Run 1, wire density map:
12 x 12 tiles, from dark blue (low) to red (high), scaled to the fullest tile. Values are wire area over tile area, all layers added.
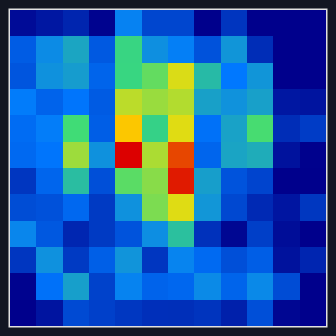
Run 1, cell classes on the final placement:
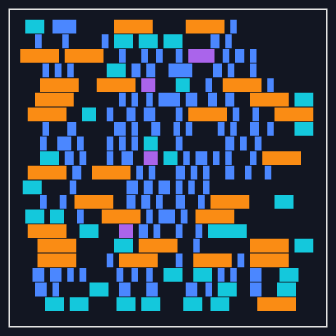
Run 1, clock wiring as the flow saved it:
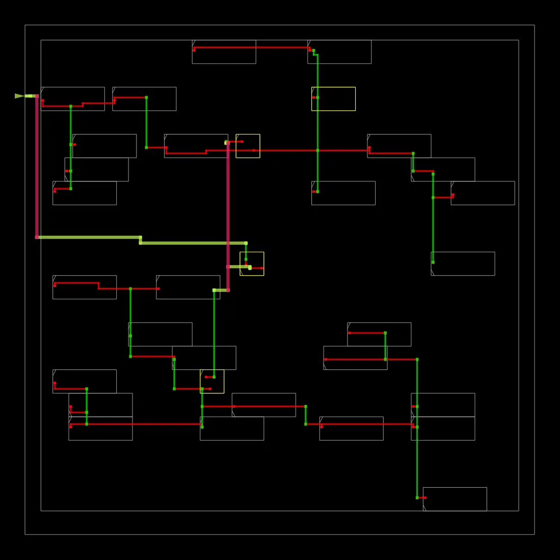
Run 1, register map, names as in the netlist:
Other sequential cells in the stronger grey, the rest of the logic in the fainter grey.
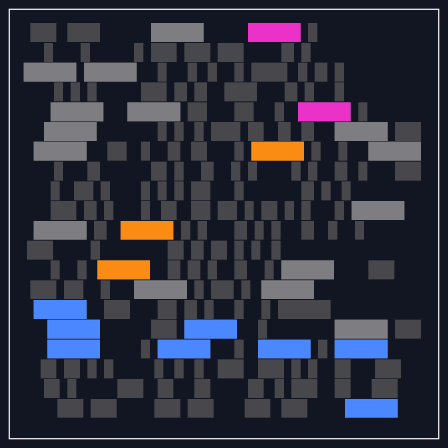
## src/rtl/ped_crossing_ctrl.sv

```systemverilog
// Pedestrian crossing controller: debounced push-button request, walk/clearance/don't-walk lamps.
// Optional audible beep output is built only when PED_AUDIO_EN is defined.
module ped_crossing_ctrl #(
    parameter int DEBOUNCE_CYCLES = 4,
    parameter int CLEAR_THRESH    = 5,
    parameter int FLASH_DIV       = 2,
    parameter int LOCKOUT_CYCLES  = 3
) (
    input  logic       clk,
    input  logic       rst,
    input  logic       ped_button,
    input  logic       red,
    input  logic       yellow,
    input  logic       green,
    input  logic [7:0] clock,
    output logic       pass_request,
    output logic       walk,
    output logic       dont_walk,
    output logic       req_lamp,
    output logic [7:0] ped_count,
    output logic       seq_err
`ifdef PED_AUDIO_EN
    ,
    output logic       beep
`endif
);

    localparam int DB_W = (DEBOUNCE_CYCLES > 1) ? $clog2(DEBOUNCE_CYCLES) : 1;
    localparam int FL_W = (FLASH_DIV > 1) ? $clog2(FLASH_DIV) : 1;
    localparam int LK_W = (LOCKOUT_CYCLES > 1) ? $clog2(LOCKOUT_CYCLES) : 1;

    typedef enum logic [2:0] {
        S_IDLE,
        S_REQ,
        S_WALK,
        S_CLEAR,
        S_LOCKOUT
    } state_t;

    state_t            state, state_nx;
    logic [1:0]        sync_q;
    logic              db_level, db_d;
    logic [DB_W-1:0]   db_cnt;
    logic              red_d;
    logic              pending, pending_nx;
    logic [FL_W-1:0]   flash_cnt, flash_cnt_nx;
    logic              flash_phase, flash_phase_nx;
    logic [LK_W-1:0]   lock_cnt, lock_cnt_nx;
    logic              seq_err_nx;
    logic              press, red_rise, red_fall, lamp_conflict;
    logic              ped_phase_nx;

    assign press         = db_level & ~db_d;
    assign red_rise      = red & ~red_d;
    assign red_fall      = ~red & red_d;
    assign lamp_conflict = (red & yellow) | (red & green) | (yellow & green);
    assign ped_phase_nx  = (state_nx == S_WALK) || (state_nx == S_CLEAR);

    // Button level is only accepted after a full run of identical synchronized samples.
    always_ff @(posedge clk) begin
        if (rst) begin
            sync_q   <= '0;
            db_level <= 1'b0;
            db_d     <= 1'b0;
            db_cnt   <= '0;
            red_d    <= 1'b0;
        end else begin
            sync_q <= {sync_q[0], ped_button};
            db_d   <= db_level;
            red_d  <= red;
            if (sync_q[1] == db_level) begin
                db_cnt <= '0;
            end else if (db_cnt == DB_W'(DEBOUNCE_CYCLES - 1)) begin
                db_level <= sync_q[1];
                db_cnt   <= '0;
            end else begin
                db_cnt <= db_cnt + DB_W'(1);
            end
        end
    end

    always_comb begin
        state_nx       = state;
        pending_nx     = pending;
        flash_cnt_nx   = flash_cnt;
        flash_phase_nx = flash_phase;
        lock_cnt_nx    = lock_cnt;
        seq_err_nx     = lamp_conflict;
        case (state)
            S_IDLE: begin
                if (press) state_nx = S_REQ;
            end
            S_REQ: begin
                if (red_rise) state_nx = S_WALK;
            end
            S_WALK: begin
                pending_nx = pending | press;
                if (red_fall) begin
                    state_nx    = S_LOCKOUT;
                    seq_err_nx  = 1'b1;
                    lock_cnt_nx = '0;
                end else if (clock <= 8'(CLEAR_THRESH)) begin
                    state_nx       = S_CLEAR;
                    flash_cnt_nx   = '0;
                    flash_phase_nx = 1'b1;
                end
            end
            S_CLEAR: begin
                pending_nx = pending | press;
                if (red_fall) begin
                    state_nx       = S_LOCKOUT;
                    lock_cnt_nx    = '0;
                    flash_phase_nx = 1'b0;
                end else if (flash_cnt == FL_W'(FLASH_DIV - 1)) begin
                    flash_cnt_nx   = '0;
                    flash_phase_nx = ~flash_phase;
                end else begin
                    flash_cnt_nx = flash_cnt + FL_W'(1);
                end
            end
            S_LOCKOUT: begin
                // A press arriving on the final lockout cycle still counts as pending.
                if (lock_cnt == LK_W'(LOCKOUT_CYCLES - 1)) begin
                    state_nx    = (pending | press) ? S_REQ : S_IDLE;
                    pending_nx  = 1'b0;
                    lock_cnt_nx = '0;
                end else begin
                    pending_nx  = pending | press;
                    lock_cnt_nx = lock_cnt + LK_W'(1);
                end
            end
            default: begin
                state_nx = S_IDLE;
            end
        endcase
    end

    always_ff @(posedge clk) begin
        if (rst) begin
            state        <= S_IDLE;
            pending      <= 1'b0;
            flash_cnt    <= '0;
            flash_phase  <= 1'b0;
            lock_cnt     <= '0;
            pass_request <= 1'b0;
            walk         <= 1'b0;
            dont_walk    <= 1'b1;
            req_lamp     <= 1'b0;
            ped_count    <= 8'd0;
            seq_err      <= 1'b0;
        end else begin
            state        <= state_nx;
            pending      <= pending_nx;
            flash_cnt    <= flash_cnt_nx;
            flash_phase  <= flash_phase_nx;
            lock_cnt     <= lock_cnt_nx;
            pass_request <= (state_nx == S_REQ);
            walk         <= (state_nx == S_WALK) || ((state_nx == S_CLEAR) && flash_phase_nx);
            dont_walk    <= ~ped_phase_nx;
            req_lamp     <= (state_nx == S_REQ) || pending_nx;
            ped_count    <= ped_phase_nx ? clock : 8'd0;
            seq_err      <= seq_err_nx;
        end
    end

`ifdef PED_AUDIO_EN
    logic [2:0] beep_cnt;

    // Slow beep while walking, fast beep during clearance; restarts on every phase entry.
    always_ff @(posedge clk) begin
        if (rst || !ped_phase_nx) begin
            beep     <= 1'b0;
            beep_cnt <= '0;
        end else if (state_nx != state) begin
            beep     <= 1'b1;
            beep_cnt <= '0;
        end else if (beep_cnt == ((state_nx == S_WALK) ? 3'd7 : 3'd1)) begin
            beep     <= ~beep;
            beep_cnt <= '0;
        end else begin
            beep_cnt <= beep_cnt + 3'd1;
        end
    end
`endif

endmodule

```

## config.mk

```make
export PLATFORM = sky130hd
export DESIGN_NAME = ped_crossing_ctrl
export DESIGN_NICKNAME = d
export VERILOG_FILES = /design/src/rtl/ped_crossing_ctrl.sv
export SDC_FILE = /design/constraint.sdc
export NUM_CORES = 1
export LEC_CHECK = 0
export ABC_AREA = 1
export ABC_CLOCK_PERIOD_IN_PS = 1550
export CELL_PAD_IN_SITES_DETAIL_PLACEMENT = 1
export CELL_PAD_IN_SITES_GLOBAL_PLACEMENT = 1
export CORE_MARGIN = 1.5
export CORE_UTILIZATION = 36
export DETAILED_ROUTE_END_ITERATION = 12
export GPL_ROUTABILITY_DRIVEN = 0
export PLACE_DENSITY_LB_ADDON = 0.3
export SETUP_SLACK_MARGIN = 0.02
export SYNTH_ARGS = -nofsm -noshare
export SYNTH_HDL_FRONTEND = slang
export SYNTH_SLANG_ARGS = --single-unit
```

## constraint.sdc

```tcl
create_clock -name clk -period 1.55 [get_ports clk]
set_input_delay 0.31 -clock clk [delete_from_list [all_inputs] [get_ports clk]]
set_output_delay 0.31 -clock clk [all_outputs]
set_load 0.005 [all_outputs]
```

==> summary.txt, run 1 <==
Reports from this run.

- The library cell occupying the most area in the post-synthesis netlist is dfxtp_1.
- Counting instances, the worst hold path has a depth of 2.
- The number of sinks handled by clock tree synthesis reads 28.
- Yosys reported a register bit count of 28.
- Of the total power, the clock network draws a little under a third.
- The number of warnings printed during yosys synthesis is 0.
- The first-pass GRT wire length reads about 4.6 mm.
- The total global routing overflow is 0.
- The final antenna diode tally reported by the flow is 0.
- The leakage power total reads approximately 0.70 nW.
- The pre-CTS setup slack reads -112 ps.
- The slew at the pin closest to its max-slew limit reads around 220 ps.
- Using the TritonRoute via totals, the vias-per-cell ratio works out to between 4 and 5.
- The first-pass iteration count of the detailed router reads 4.
- The number of port buffers is 26.
- The number of failing hold endpoints at the final stage is 0.
- The clock passes through at most 2 buffers.
- In this run the critical path is formed by clkdlybuf4s50_1.
- The via count of the first global-routing pass reads ~1100.
- The critical path in this run is classified as reg2out.
- Leaving out fill and tap cells, the most frequent cells in the layout are nand2_1 (29), dfxtp_1 (28), inv_1 (27).
- For this configuration, the core starts out at a cell density of a little under two fifths.
- The STA report counts the stages on the worst setup path as 1.
- The slowest cell on the critical path is clkdlybuf4s50_1.
- Entering global routing, the biggest net connects 16 pins.
- The reported max-cap violation count is 0.
- Summing every instance area after synthesis gives ~0.0011 sq mm.
- The die is roughly 59 um wide.
- The number of cells on the worst reg-to-reg path is 8.
- The number of ports placed on the die boundary reads 27.
- In this run the vertical extent of the chip is about 59 um.
- STA classifies the critical path startpoint as a register.
- The TritonCTS clock tree reads built.
- Warnings raised by the tools during the run amount to 26.
- The cell internal power dissipation reads 914 uW.
- The most frequently placed logic cell in the final layout reads nand2_1.
- In this run the remaining antenna-violating nets after routing total 0.
- The share of post-route cells with drive strength above 1 is 15.8%.
- The DRC violation total after the first TritonRoute iteration is 19.
- The time the worst path needs with I/O delays and setup is 1480 ps.
- The final layout contains ~200 nets.
- The hold buffer count at CTS reads 0.
- The number of buffers and inverters on the critical path is 1.
- The peak per-stage delay on the critical path reads around 500 ps.
- The flow ran to the end, and the final reports show no timing, DRC or antenna violations.
- Pins over their slew limit in the final report were tallied at 0.
- The timing report attributes the biggest portion of critical-path delay to buffers and inverters.
- Compared with the post-synthesis result, the final layout area differs by 33.9%.
- The post-synthesis net count reads 165.
- The maximum achievable frequency is about 670 MHz.
- The unique cell type count in the Yosys netlist is 19.
- The level count of the clock H-tree reads 1.
- The insertion delay at the late pin of the worst-skew pair is around 330 ps.
- The critical path in the final layout is reported with a setup slack of slightly below 70 ps.
- The die outline area is 0.00347 sq mm.
- The HPWL reported at the end of detailed placement reads between 2 and 2.5 mm.
- The initial antenna violation count is 0.
- In the synthesis report, Yosys lists the chip area as approximately 0.0011 sq mm.
- Ranked by total cell area, the synthesized netlist is headed by dfxtp_1 (50%), nand2_1 (9.7%), inv_1 (9.0%), nor2_1 (6.3%), nor2_2 (6.1%).
- The arrival time at the worst endpoint is 1170 ps.
- Checking max transition, the worst relative margin is approximately 85%.
- The class of the tightest hold or removal check reads reg2reg.
- The worst setup path is captured at an output pin.
- The multi-input combinational cell area is 432 sq um.
- The gate count after technology mapping is 150.
- For reference, the placement row count at floorplan is 20.
- The power density normalized to cell area is approximately 770 mW/mm^2.
- After synthesis, the largest area contributor takes up roughly 50% of total cell area.
- Setup repair after global routing left no endpoint under its margin.
- The worst clock skew is between 3 and 4 ps.
- The critical path maximum fanout is 1.
- The cell sitting at the root of the clock tree is a clkbuf_4.
Notes on 'wire density map' above:
- nearly empty tiles: 13%
- mean over tiles: 0.12
- fullest tile: 0.50
Total Routed Length: 2.69 mm
Wirelength per Cell: 12.4 um
via count: 1032
overall track demand over capacity in global routing: 17.6%

Notes on 'cell classes on the final placement' above:
- cyan: remaining buffers and delay cells (cells 32)
- blue: combinational and other logic (cells 120)
- purple: clock drivers and dummy loads (cells 4)
- orange: sequential cells (cells 28)

Notes on 'clock wiring as the flow saved it' above:
CTS Buf Count: 3
Clk. pwr: 356 uW

Notes on 'register map, names as in the netlist' above:
- magenta: lock_cnt (sequential cells 2)
- blue: ped_count (sequential cells 8)
- orange: state (sequential cells 3)
register fraction of the total cell area: 37.3%
power in sequential cells: 729 uW
register cell area after layout: 561 sq um
Final Util: 50.1%

## run 1: path summary, 6_finish.rpt
path                                to                     from  slack, ps
setup / recovery          ped_count[0]  ped_count[0]$_SDFF_PP0_         70
hold reg to reg   sync_q[1]$_SDFF_PP0_     sync_q[0]$_SDFF_PP0_        420
setup reg to reg       walk$_SDFF_PP0_      state[2]$_SDFF_PP0_        280
hold / removal    sync_q[1]$_SDFF_PP0_     sync_q[0]$_SDFF_PP0_        420
## run 1: cell type report
cell class | count | share of cell area [%]
inverter | 31 | 7.74
multi-input combinational | 89 | 28.7
timing repair buffer | 32 | 21.1
clock buffer | 4 | 2.41
sequential | 28 | 37.3
tap | 33 | 2.75
## run 1: power by group through the flow
stage | combinational, mW | sequential (mW) | clock (mW)
3_3_place_gp | 0.0748 | 0.744 | 0
6_report | 0.0778 | 0.729 | 0.356
2_1_floorplan | 0.0273 | 0.744 | 0
4_1_cts | 0.0791 | 0.729 | 0.365
5_1_grt | 0.0863 | 0.730 | 0.393
3_5_place_dp | 0.0778 | 0.745 | 0
## run 1: kinds of logic after synthesis
group	count (synthesis)	synth area share, %
simple gates	74	29.7
fa+ha+maj	1	1.11
flops	28	49.9
xor+xnor	1	0.780
buf+inv	33	11.7
compound gates	13	6.79
## run 1: per-layer routing
| metal | global-route usage [%] | vias to the layer above | wire length [um] | part of all wire (%) |
|---|---|---|---|---|
| met5 | 0 | - | 0 | 0 |
| li1 | - | 516 | - | - |
| met3 | 2.20 | 11 | 69 | 2.6 |
| met4 | 9.42 | 0 | 77 | 2.9 |
| met2 | 30.8 | 20 | 1410 | 52 |
| met1 | 20.9 | 485 | 1130 | 42 |
## run 1: cell usage after synthesis (all sizes together)
library cell  number
o22ai              1
ha                 1
nand4              1
clkbuf             1
buf                1
dfxtp             28
nor2              31
o21ai              3
nand3             11
xor2               1
a31oi              1
inv               31
a21oi              7
o211ai             1
nand2             31
## run 1: registers in the layout (all words and copies together) (netlist names)
signal	flops
ped_count	8
state	3
db_cnt	2
lock_cnt	2
sync_q	2
db_d	1
db_level	1
dont_walk	1
flash_cnt	1
flash_phase	1
pass_request	1
pending	1
red_d	1
req_lamp	1
seq_err	1
walk	1
## run 1: per-stage QoR
stage	std cells	cell area [sq um]	hold WS [ps]	TNS [ps]	utilization (%)
after floorplan	150	1120	388	0	-
after global placement	213	1470	397	-190	48.9
after detailed placement	213	1470	400	-1070	48.9
after CTS	217	1500	419	0	50.1
after global routing	217	1500	437	0	50.1
final	217	1500	416	0	50.1
Run 1, clock distribution:
Bar = 20 um.
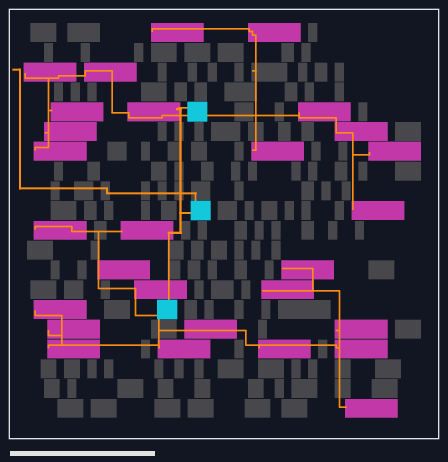

--- run 2 (diff from run 1) ---
--- a/config.mk
+++ b/config.mk
@@ -13,7 +13,8 @@
 export CORE_UTILIZATION = 36
 export DETAILED_ROUTE_END_ITERATION = 12
 export GPL_ROUTABILITY_DRIVEN = 0
-export PLACE_DENSITY_LB_ADDON = 0.3
+export PLACE_DENSITY = 0.8
+export RECOVER_POWER = 50
 export SETUP_SLACK_MARGIN = 0.02
 export SYNTH_ARGS = -nofsm -noshare
 export SYNTH_HDL_FRONTEND = slang
Run 2, clock distribution:
Bar = 20 um.
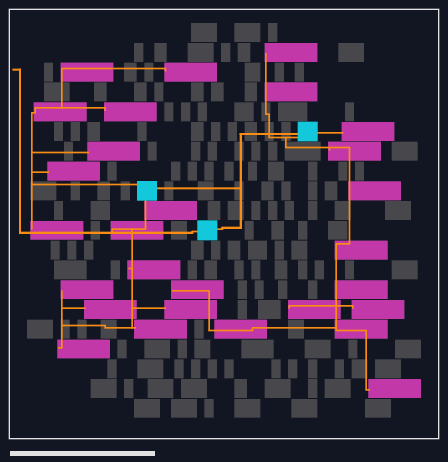
- orange: clock wires (length 320 um)
- cyan: clock drivers (count 3)
- magenta: flip-flops (count 28)
- routed clock nets: 4

Run 2, register map, names as in the netlist:
Other sequential cells in the stronger grey, the rest of the logic in the fainter grey.
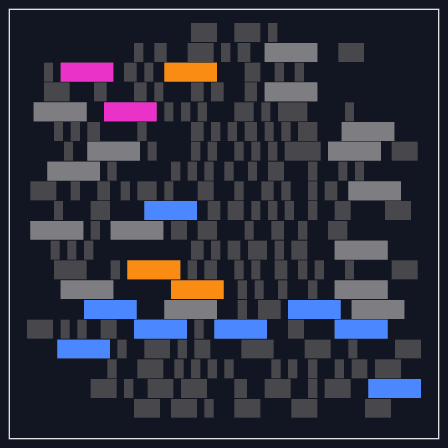
- magenta: lock_cnt (sequential cells 2)
- orange: state (sequential cells 3)
- blue: ped_count (sequential cells 8)
- not coloured: 15
register fraction of the total cell area: 38.5%
Final Util: 48.5%
power in sequential cells: 728 uW

==> summary.txt, run 2 <==
Reports from this run.

- The DRC violation count after routing is 0.
- The final design area excluding fillers is approximately 0.0015 sq mm.
- The worst clock skew reads roughly 4.4 ps.
- The post-route netlist has between 10% and 20% of its cells at a drive strength greater than 1.
- The number of port buffers is 26.
- The launch instance of the worst min-delay path reads sync_q[0]$_SDFF_PP0_.
- Post-CTS timing repair inserted 0 buffers for setup.
- The worst hold margin reads 418 ps.
- Per the slew report, the remaining headroom to the max-slew limit stands at between 60% and 70%.
- The layout report lists the combined flip-flop and latch area as around 560 sq um.
- In the layout the commonest cells are nand2_1 (29), inv_1 (28), dfxtp_1 (28).
- The placed standard-cell area is about 0.0015 sq mm.
- The flip-flop and latch count after synthesis is 28.
- The wire length per cell is 10.8 um.
- Hold-check failures listed in the final report amount to 0.
- The first-pass GRT wire length reads ~3.9 mm.
- The setup violation total in the final timing report reads 0.
- 27 I/O pins were placed.
- For this run, the detailed router reports a per-instance via density of about 4.6.
- The worst reg2reg path startpoint reads state[0]$_SDFF_PP0_.
- The synthesized netlist occupies a cell area of between 0.001 and 0.0015 sq mm.
- The chip area line of the yosys report is 0.00112 sq mm.
- The clock-pin transition on the worst setup and hold timing paths is about 140 ps.
- The floorplan step records an initial core utilization of approximately 37%.
- The final antenna diode count is 0.
- The switching power is between 200 and 250 uW.
- The data required time at the worst endpoint is about 1200 ps.
- Setup total negative slack on the finished layout was measured at 0 ps.
- Setup slack on the worst path after placement came out at -50.0 ps.
- The run finished with clean final reports.
- The CTS log lists the clock sinks for this run as 28.
- The number of rows in the core area reads 20.
- The die outline area reads 0.00347 sq mm.
- The largest total area in the synthesized netlist belongs to dfxtp_1.
- The unique cell type count in the Yosys netlist reads 19.
- The via count of the first global-routing pass was around 950.
- The type of destination of the critical path reads an output pin.
- The core region is between 0.003 and 0.004 sq mm.
- The relative contribution of the clock network to total power is between 30% and 40%.
- The commonest cells after synthesis are nand2_1 (29), dfxtp_1 (28), inv_1 (27), nor2_1 (19).
- The main area contributors are dfxtp_1 (50%), nand2_1 (9.7%), inv_1 (9.0%), nor2_1 (6.3%), nor2_2 (6.1%).
- Among logic cells in the layout, the one with the most instances is nand2_1.
- The async set-or-reset flop fraction in the synthesized netlist is 0%.
- Leaving out filler cells and counting taps, the final layout contains 215.
- The register with the most flip-flops is ped_count.
- In this design, the stage delay of the slowest critical-path cell is 510 ps.
- The level count of the clock H-tree is 1.
- The logs give a warning total of 26.
- The slew at the pin closest to its max-slew limit reads between 400 and 500 ps.
- The analysis reports a worst IR drop on VDD of approximately 0.38 mV.
- Per the timing report, the achievable frequency comes out to approximately 680 MHz.
- In the post-route analysis, the smallest setup slack over all paths is roughly 71 ps.
- The slowest cell on the critical path reads clkdlybuf4s50_1.
- The reported max-cap violation count reads 0.
- Hold repair after CTS inserted 0 buffers.
- The time the worst path needs with I/O delays and setup is 1480 ps.
- The launching instance or port of the critical path reads seq_err$_SDFF_PP0_.
- The worst path uses 95.4% of the clock period.
- The die span in x reads approximately 59 um.
- The kind of critical path is reg2out.
- In this design, the largest share of critical-path delay is due to buffers and inverters.
- The arrival time at the worst endpoint reads 1170 ps.
- The clock buffer count from CTS is 3.
- The all-layer global routing usage reads roughly 15%.
- The tree is rooted in a clkbuf_4.
- The TritonCTS clock tree reads built.
- Entering global routing, the biggest net connects 16 pins.
- The total global routing overflow is 0.
- In this run switching power makes up around a fifth of total power.
- The area added between synthesis and finish is 29.6%.
- The cell internal power dissipation reads roughly 910 uW.
- The HPWL reported at the end of detailed placement reads 1.91 mm.
- The power density normalized to cell area is slightly below 800 mW/mm^2.
- The number of filler cells placed in the layout reads slightly below 400.
- The gate count after technology mapping reads 150.
- The post-synthesis net count is 165.
- The most common flop cell mapped by yosys reads dfxtp_1.
- The clock passes through at most 2 buffers.
- The number of resized instances in the post-cts repair step is 0.
- The total buffers and inverters traversed by the critical path is 1.
- The class of the tightest hold or removal check reads reg2reg.
- The share of the yosys chip area belonging to registers reads between 40% and 50%.
- The average size of a mapped cell reads roughly 7.5 sq um.
- Setup repair after global routing left no endpoint under its margin.
- The initial antenna violation count reads 0.
- The number of warnings printed during yosys synthesis reads 0.
- The launching element type of the critical path reads a register.
- The most instantiated library cell after synthesis is nand2_1.
- The die height is a little under 60 um.
- The share of total power in sequential cells is 63.2%.
- The post-route antenna net violation count is 0.
- The number of nets in the layout reads 198.
- The area share of the largest cell type after synthesis is 49.9%.
- The number of placed cells counting well taps is 211.
- The total number of vias is approximately 980.
- Combinational logic is responsible for between 6 and 7% of the overall power.
- The register with the most flip-flops in the layout has 8 of them.
- The insertion delay at the late pin of the worst-skew pair reads approximately 330 ps.
- The DRC violation total after the first TritonRoute iteration reads 9.
- The count of pins over their slew limit is 0.
- In the post-route report, total wirelength is listed as around 2.3 mm.
- The layout report lists the multi-input gate area as approximately 410 sq um.
- Before antenna repair, the detailed router went through 4 iterations.
- The yosys cell count reads 150.
- The largest registers in the layout are ped_count (8), state (3).
- The highest fanout seen on the critical path reads 1.
- The leakage power total reads approximately 0.70 nW.
- The count of flip-flops with a built-in enable after synthesis is 0.
- In this run the critical path is formed by clkdlybuf4s50_1.
==> run 2: cell counts after synthesis <==
Identical to the previous run, type by type.
==> run 2: worst paths after layout <==
| path | end | slack, ps | cells after the start |
|---|---|---|---|
| setup / recovery | seq_err | 70 | 1 |
| hold / removal | sync_q[1]$_SDFF_PP0_ | 420 | 2 |
| setup reg to reg | ped_count[3]$_SDFF_PP0_ | 170 | 7 |
| hold reg to reg | sync_q[1]$_SDFF_PP0_ | 420 | 2 |
==> run 2: power by group through the flow <==
stage	combinational (mW)	clock, mW	sequential [mW]
global placement	0.0754	0	0.744
CTS	0.0779	0.364	0.729
detailed placement	0.0776	0	0.744
finish	0.0735	0.350	0.728
global route	0.0819	0.393	0.730
floorplan	0.0273	0	0.744
==> run 2: layout make-up <==
cell class	instances	area share (%)
Timing Repair Buffer	30	19.8
Tap cell	33	2.84
Inverter	31	7.99
Sequential cell	28	38.5
Clock buffer	4	2.49
Multi-Input combinational cell	89	28.4
==> run 2: stage by stage <==
step	utilization (%)	power [mW]
6_report	48.5	1.15
5_1_grt	48.5	1.20
4_1_cts	49.6	1.17
3_5_place_dp	48.4	0.822
3_3_place_gp	48.4	0.819
2_1_floorplan	-	0.771
==> run 2: routing by layer <==
metal,part of all wire (%),wire length (um),track usage [%],up-vias
li1,-,-,-,516
met1,46,1070,16.6,447
met2,49,1140,26.5,13
met3,3.1,71,3.96,5
met4,1.5,35,4.87,0
met5,0,0,0,-
==> run 2: cell families (layout without fill, tap and decap cells) <==
logic type	Yosys count	in the layout	synth area share, %
XOR/XNOR	1	1	0.780
buffers and inverters	33	65	11.7
adder cells (fa/ha/maj)	1	1	1.11
AND-OR/OR-AND	13	13	6.79
flip-flops	28	28	49.9
AND/OR/NAND/NOR	74	74	29.7
==> run 2: worst min-delay path, stage by stage, from the launching register on <==
cell and delay (ps):
dfxtp_1 330, inv_1 40, nor2_1 30
Run 2, wire density map:
12 x 12 tiles, from dark blue (low) to red (high), scaled to the fullest tile. Values are wire area over tile area, all layers added.
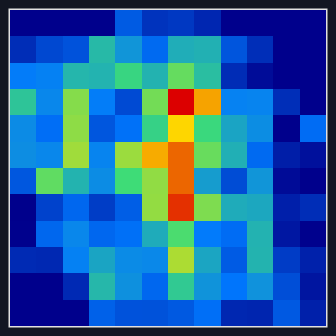

--- run 3 (diff from run 2) ---
--- a/config.mk
+++ b/config.mk
@@ -6,13 +6,12 @@
 export NUM_CORES = 1
 export LEC_CHECK = 0
 export ABC_AREA = 1
-export ABC_CLOCK_PERIOD_IN_PS = 1550
 export CELL_PAD_IN_SITES_DETAIL_PLACEMENT = 1
 export CELL_PAD_IN_SITES_GLOBAL_PLACEMENT = 1
 export CORE_MARGIN = 1.5
 export CORE_UTILIZATION = 36
+export CTS_CLUSTER_SIZE = 25
 export DETAILED_ROUTE_END_ITERATION = 12
-export GPL_ROUTABILITY_DRIVEN = 0
 export PLACE_DENSITY = 0.8
 export RECOVER_POWER = 50
 export SETUP_SLACK_MARGIN = 0.02
Run 3, wire density map:
12 x 12 tiles, from dark blue (low) to red (high), scaled to the fullest tile. Values are wire area over tile area, all layers added.
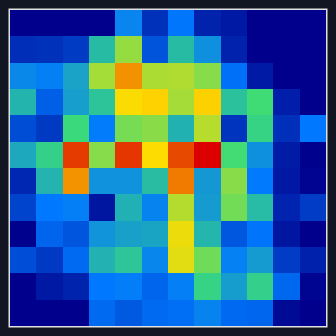
- nearly empty tiles: 16%
- mean over tiles: 0.11
- fullest tile: 0.38
Wirelength per Cell: 11.8 um
overall track demand over capacity in global routing: 15.9%

==> summary.txt, run 3 <==
Reports from this run.

- The flow ran to the end, and the final reports show no timing, DRC or antenna violations.
- The largest net degree at the start of global routing reads 17.
- Looking at the clock tree report, the H-tree level count equals 1.
- In this run the tools logged warnings totalling 26.
- The number of flip-flops under the largest register name reads 8.
- By instance count, the leading cell after synthesis is nand2_1.
- The most frequently placed logic cell in the final layout reads nand2_1.
- The DRC violation total after the first TritonRoute iteration is 12.
- The kind of cell with the highest combined delay along the critical path is buffers and inverters.
- Sorting the Yosys area breakdown by cell type puts at the top dfxtp_1.
- The area of the core region is between 0.003 and 0.004 sq mm.
- The number of cells on the worst hold path is 2.
- The effective utilization at floorplan reads a little under two fifths.
- The HPWL reported at the end of detailed placement reads about 2.1 mm.
- The number of cells on the worst reg-to-reg path is 7.
- The maximum achievable frequency reads between 600 and 700 MHz.
- The data required time at the worst endpoint is around 1200 ps.
- Counting endpoints that fail hold in the final report gives 0.
- The clock-pin transition on the worst setup and hold timing paths reads around 150 ps.
- The launching element type of the critical path reads a register.
- The die is slightly below 60 um wide.
- The count of flip-flops with a built-in enable after synthesis is 0.
- The type of destination of the critical path reads an output pin.
- The worst reg2reg path startpoint is state[0]$_SDFF_PP0_.
- In this run the tool buffered the top-level ports with 26 buffer cells.
- Counting along the longest clock path gives a buffer depth of 2.
- The buffer count from post-CTS setup fixing is 0.
- The final cycle utilization of the critical path is 95.6%.
- The pre-CTS setup slack is -63.9 ps.
- The mapped netlist covers between 0.001 and 0.0015 sq mm.
- The launch instance of the worst min-delay path is sync_q[0]$_SDFF_PP0_.
- On the final layout, the worst hold slack is 418 ps.
- The TritonCTS clock tree is built.
- The total global routing overflow reads 0.
- The flip-flop and latch count after synthesis is 28.
- STA puts the critical path data arrival time at between 1000 and 1500 ps.
- Looking at the setup timing report, the critical path kind is reg2out.
- The first-pass GRT wire length reads between 4 and 5 mm.
- The first-pass iteration count of the detailed router is 4.
- The worst register-to-register path has a setup slack of between 150 and 200 ps.
- The post-synthesis net count reads 165.
- According to the floorplan report, the total die area is 0.00347 sq mm.
- Per the post-run analysis, buffers plus inverters along the critical path come to 1.
- Ranked by instance count, the synthesized netlist is headed by nand2_1 (29), dfxtp_1 (28), inv_1 (27), nor2_1 (19).
- The number of warnings printed during yosys synthesis is 0.
- Ranked by flip-flop count, first place goes to ped_count.
- The highest fanout seen on the critical path is 1.
- The yosys cell count is 150.
- In the final report, the number of pins over their slew limit comes to 0.
- The post-route antenna net violation count is 0.
- The area share of the largest cell type after synthesis is about half.
- The setup violation total in the final timing report is 0.
- The relative slew slack reads 79.7%.
- The via count of the first global-routing pass reads 1011.
- The DRC violation count after routing reads 0.
- The initial antenna violation count reads 0.
- The time the worst path needs with I/O delays and setup is around 1500 ps.
- The clock buffer count from CTS reads 3.
- The endpoint of the worst hold path is sync_q[1]$_SDFF_PP0_.
- The accumulated negative setup slack is 0 ps.
- The global placer's final weighted congestion reads slightly above 0.8.
- The share of the yosys chip area belonging to registers is between 40% and 50%.
- The routed design has ~2.6 mm of wire.
- The leakage power total reads slightly below 0.7 nW.
- The most used flip-flop cell after synthesis is dfxtp_1.
- The async set-or-reset flop fraction in the synthesized netlist reads 0%.
- The slew at the pin closest to its max-slew limit is slightly above 300 ps.
- The share of post-route cells with drive strength above 1 is between 10% and 20%.
- Using the TritonRoute via totals, the vias-per-cell ratio works out to roughly 4.7.
- The gate count after technology mapping is ~150.
- The class of the tightest hold or removal check reads reg2reg.
- Setup repair after global routing left no endpoint under its margin.
- The critical register-to-register path endpoint reads ped_count[6]$_SDFF_PP0_.
- The final worst slack is 67.7 ps.
- For this block, the via count after detailed routing is between 1000 and 1500.
- Ranking logic cells in the layout by count gives the top entries nand2_1 (30), inv_1 (27), dfxtp_1 (27).
- In the final design database the tool counted 199 nets.
- The peak per-stage delay on the critical path is a little under 500 ps.
- The average instance in the mapped netlist occupies between 7 and 8 sq um.
- The vertical die dimension reported for this design is between 50 and 60 um.
- The area growth from synthesis to layout is 31.6%.
- The tree is rooted in a clkbuf_4.
- The number of rows in the core area reads 20.
- The unique cell type count in the Yosys netlist reads 19.
- Sorting the synthesized cells by area gives the leading types as dfxtp_1 (50%), nand2_1 (9.7%), inv_1 (9.0%), nor2_1 (6.3%), nor2_2 (6.1%).
- The power density normalized to cell area reads ~870 mW/mm^2.
- Among all stages on the critical path, the largest delay is contributed by clkdlybuf4s50_1.
- The area recorded from the Yosys report for this design is about 0.0011 sq mm.
- The largest registers in the layout are ped_count (8), state (3).
- The worst supply voltage drop on vdd reads 0.350 mV.
- Traced cell by cell, the critical path runs through clkdlybuf4s50_1.
- The number of ports placed on the die boundary is 27.
- The final antenna diode count reads 0.
- The number of maximum-capacitance violations recorded for the run is 0.
Run 3, clock wiring as the flow saved it:
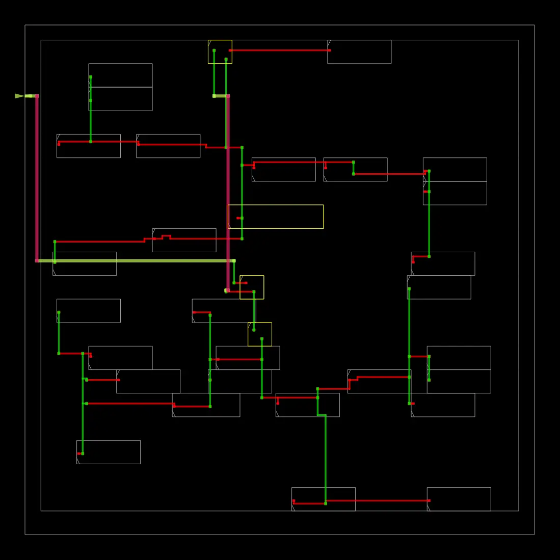
Clock Skew: 2.16 ps
CTS Sinks: 28
insertion delay at the late pin of the worst-skew pair: 330 ps
seq_cells: 28
number of clock-tree buffers in the layout: 3

[run 3: worst max-delay path by stage]
| stage | from | to | slack, ps | cells past startpoint |
|---|---|---|---|---|
| 6_report | ped_count[5]$_SDFF_PP0_ | ped_count[5] | 70 | 1 |
| 5_1_grt | ped_count[2]$_SDFF_PP0_ | ped_count[2] | 20 | 1 |
| 3_3_place_gp | red | req_lamp$_SDFF_PP0_ | -20 | 9 |
| 2_1_floorplan | state[2]$_SDFF_PP0_ | walk$_SDFF_PP0_ | 510 | 8 |
| 3_5_place_dp | red | req_lamp$_SDFF_PP0_ | -60 | 9 |
| 4_1_cts | seq_err$_SDFF_PP0_ | seq_err | 30 | 1 |
[run 3: layer usage]
metal | vias up | track usage, % | part of all wire, %
li1 | 516 | - | -
met1 | 483 | 16.9 | 39
met2 | 12 | 30.6 | 56
met3 | 4 | 1.98 | 3.1
met4 | 0 | 7.14 | 1.6
met5 | - | 0 | 0
[run 3: cell type report]
type | count | area, sq um
clock buffer | 3 | 22.5
clock inverter | 1 | 30.0
tap | 33 | 41.3
inverter | 31 | 116
fill | 388 | 1520
multi-input combinational | 89 | 420
sequential | 28 | 562
timing repair buffer | 31 | 287
[run 3: timing repair]
item | CTS | global route
gates resized | 0 | 3
hold endpoints to repair | 0 | 0
setup endpoints to repair | 0 | 2
hold buffers | 0 | 0
[run 3: report_power, final]
part	internal, mW	switching [mW]	leakage, nW
combinational	0.0403	0.0338	0.440
sequential	0.727	0.00256	0.227
clock	0.262	0.221	0.0279
[run 3: through the flow]
stage / power [mW] / utilization (%) / instance area, sq um / std cells
floorplan: 0.771 / - / 1120 / 150
global placement: 0.821 / 48.6 / 1460 / 212
detailed placement: 0.824 / 48.6 / 1460 / 212
CTS: 1.31 / 50.4 / 1510 / 216
global route: 1.33 / 49.3 / 1480 / 216
finish: 1.29 / 49.3 / 1480 / 216
[run 3: logic make-up after synthesis]
| family | share of synthesized area [%] |
|---|---|
| xor gates and xnor gates | 0.780 |
| adders and majority gates | 1.11 |
| and+or+nand+nor | 29.7 |
| buffers and inverters | 11.7 |
| AOI/OAI and AO/OA | 6.79 |
| DFF | 49.9 |
Power figures rest on the tool's default switching activity, not on a simulated workload.
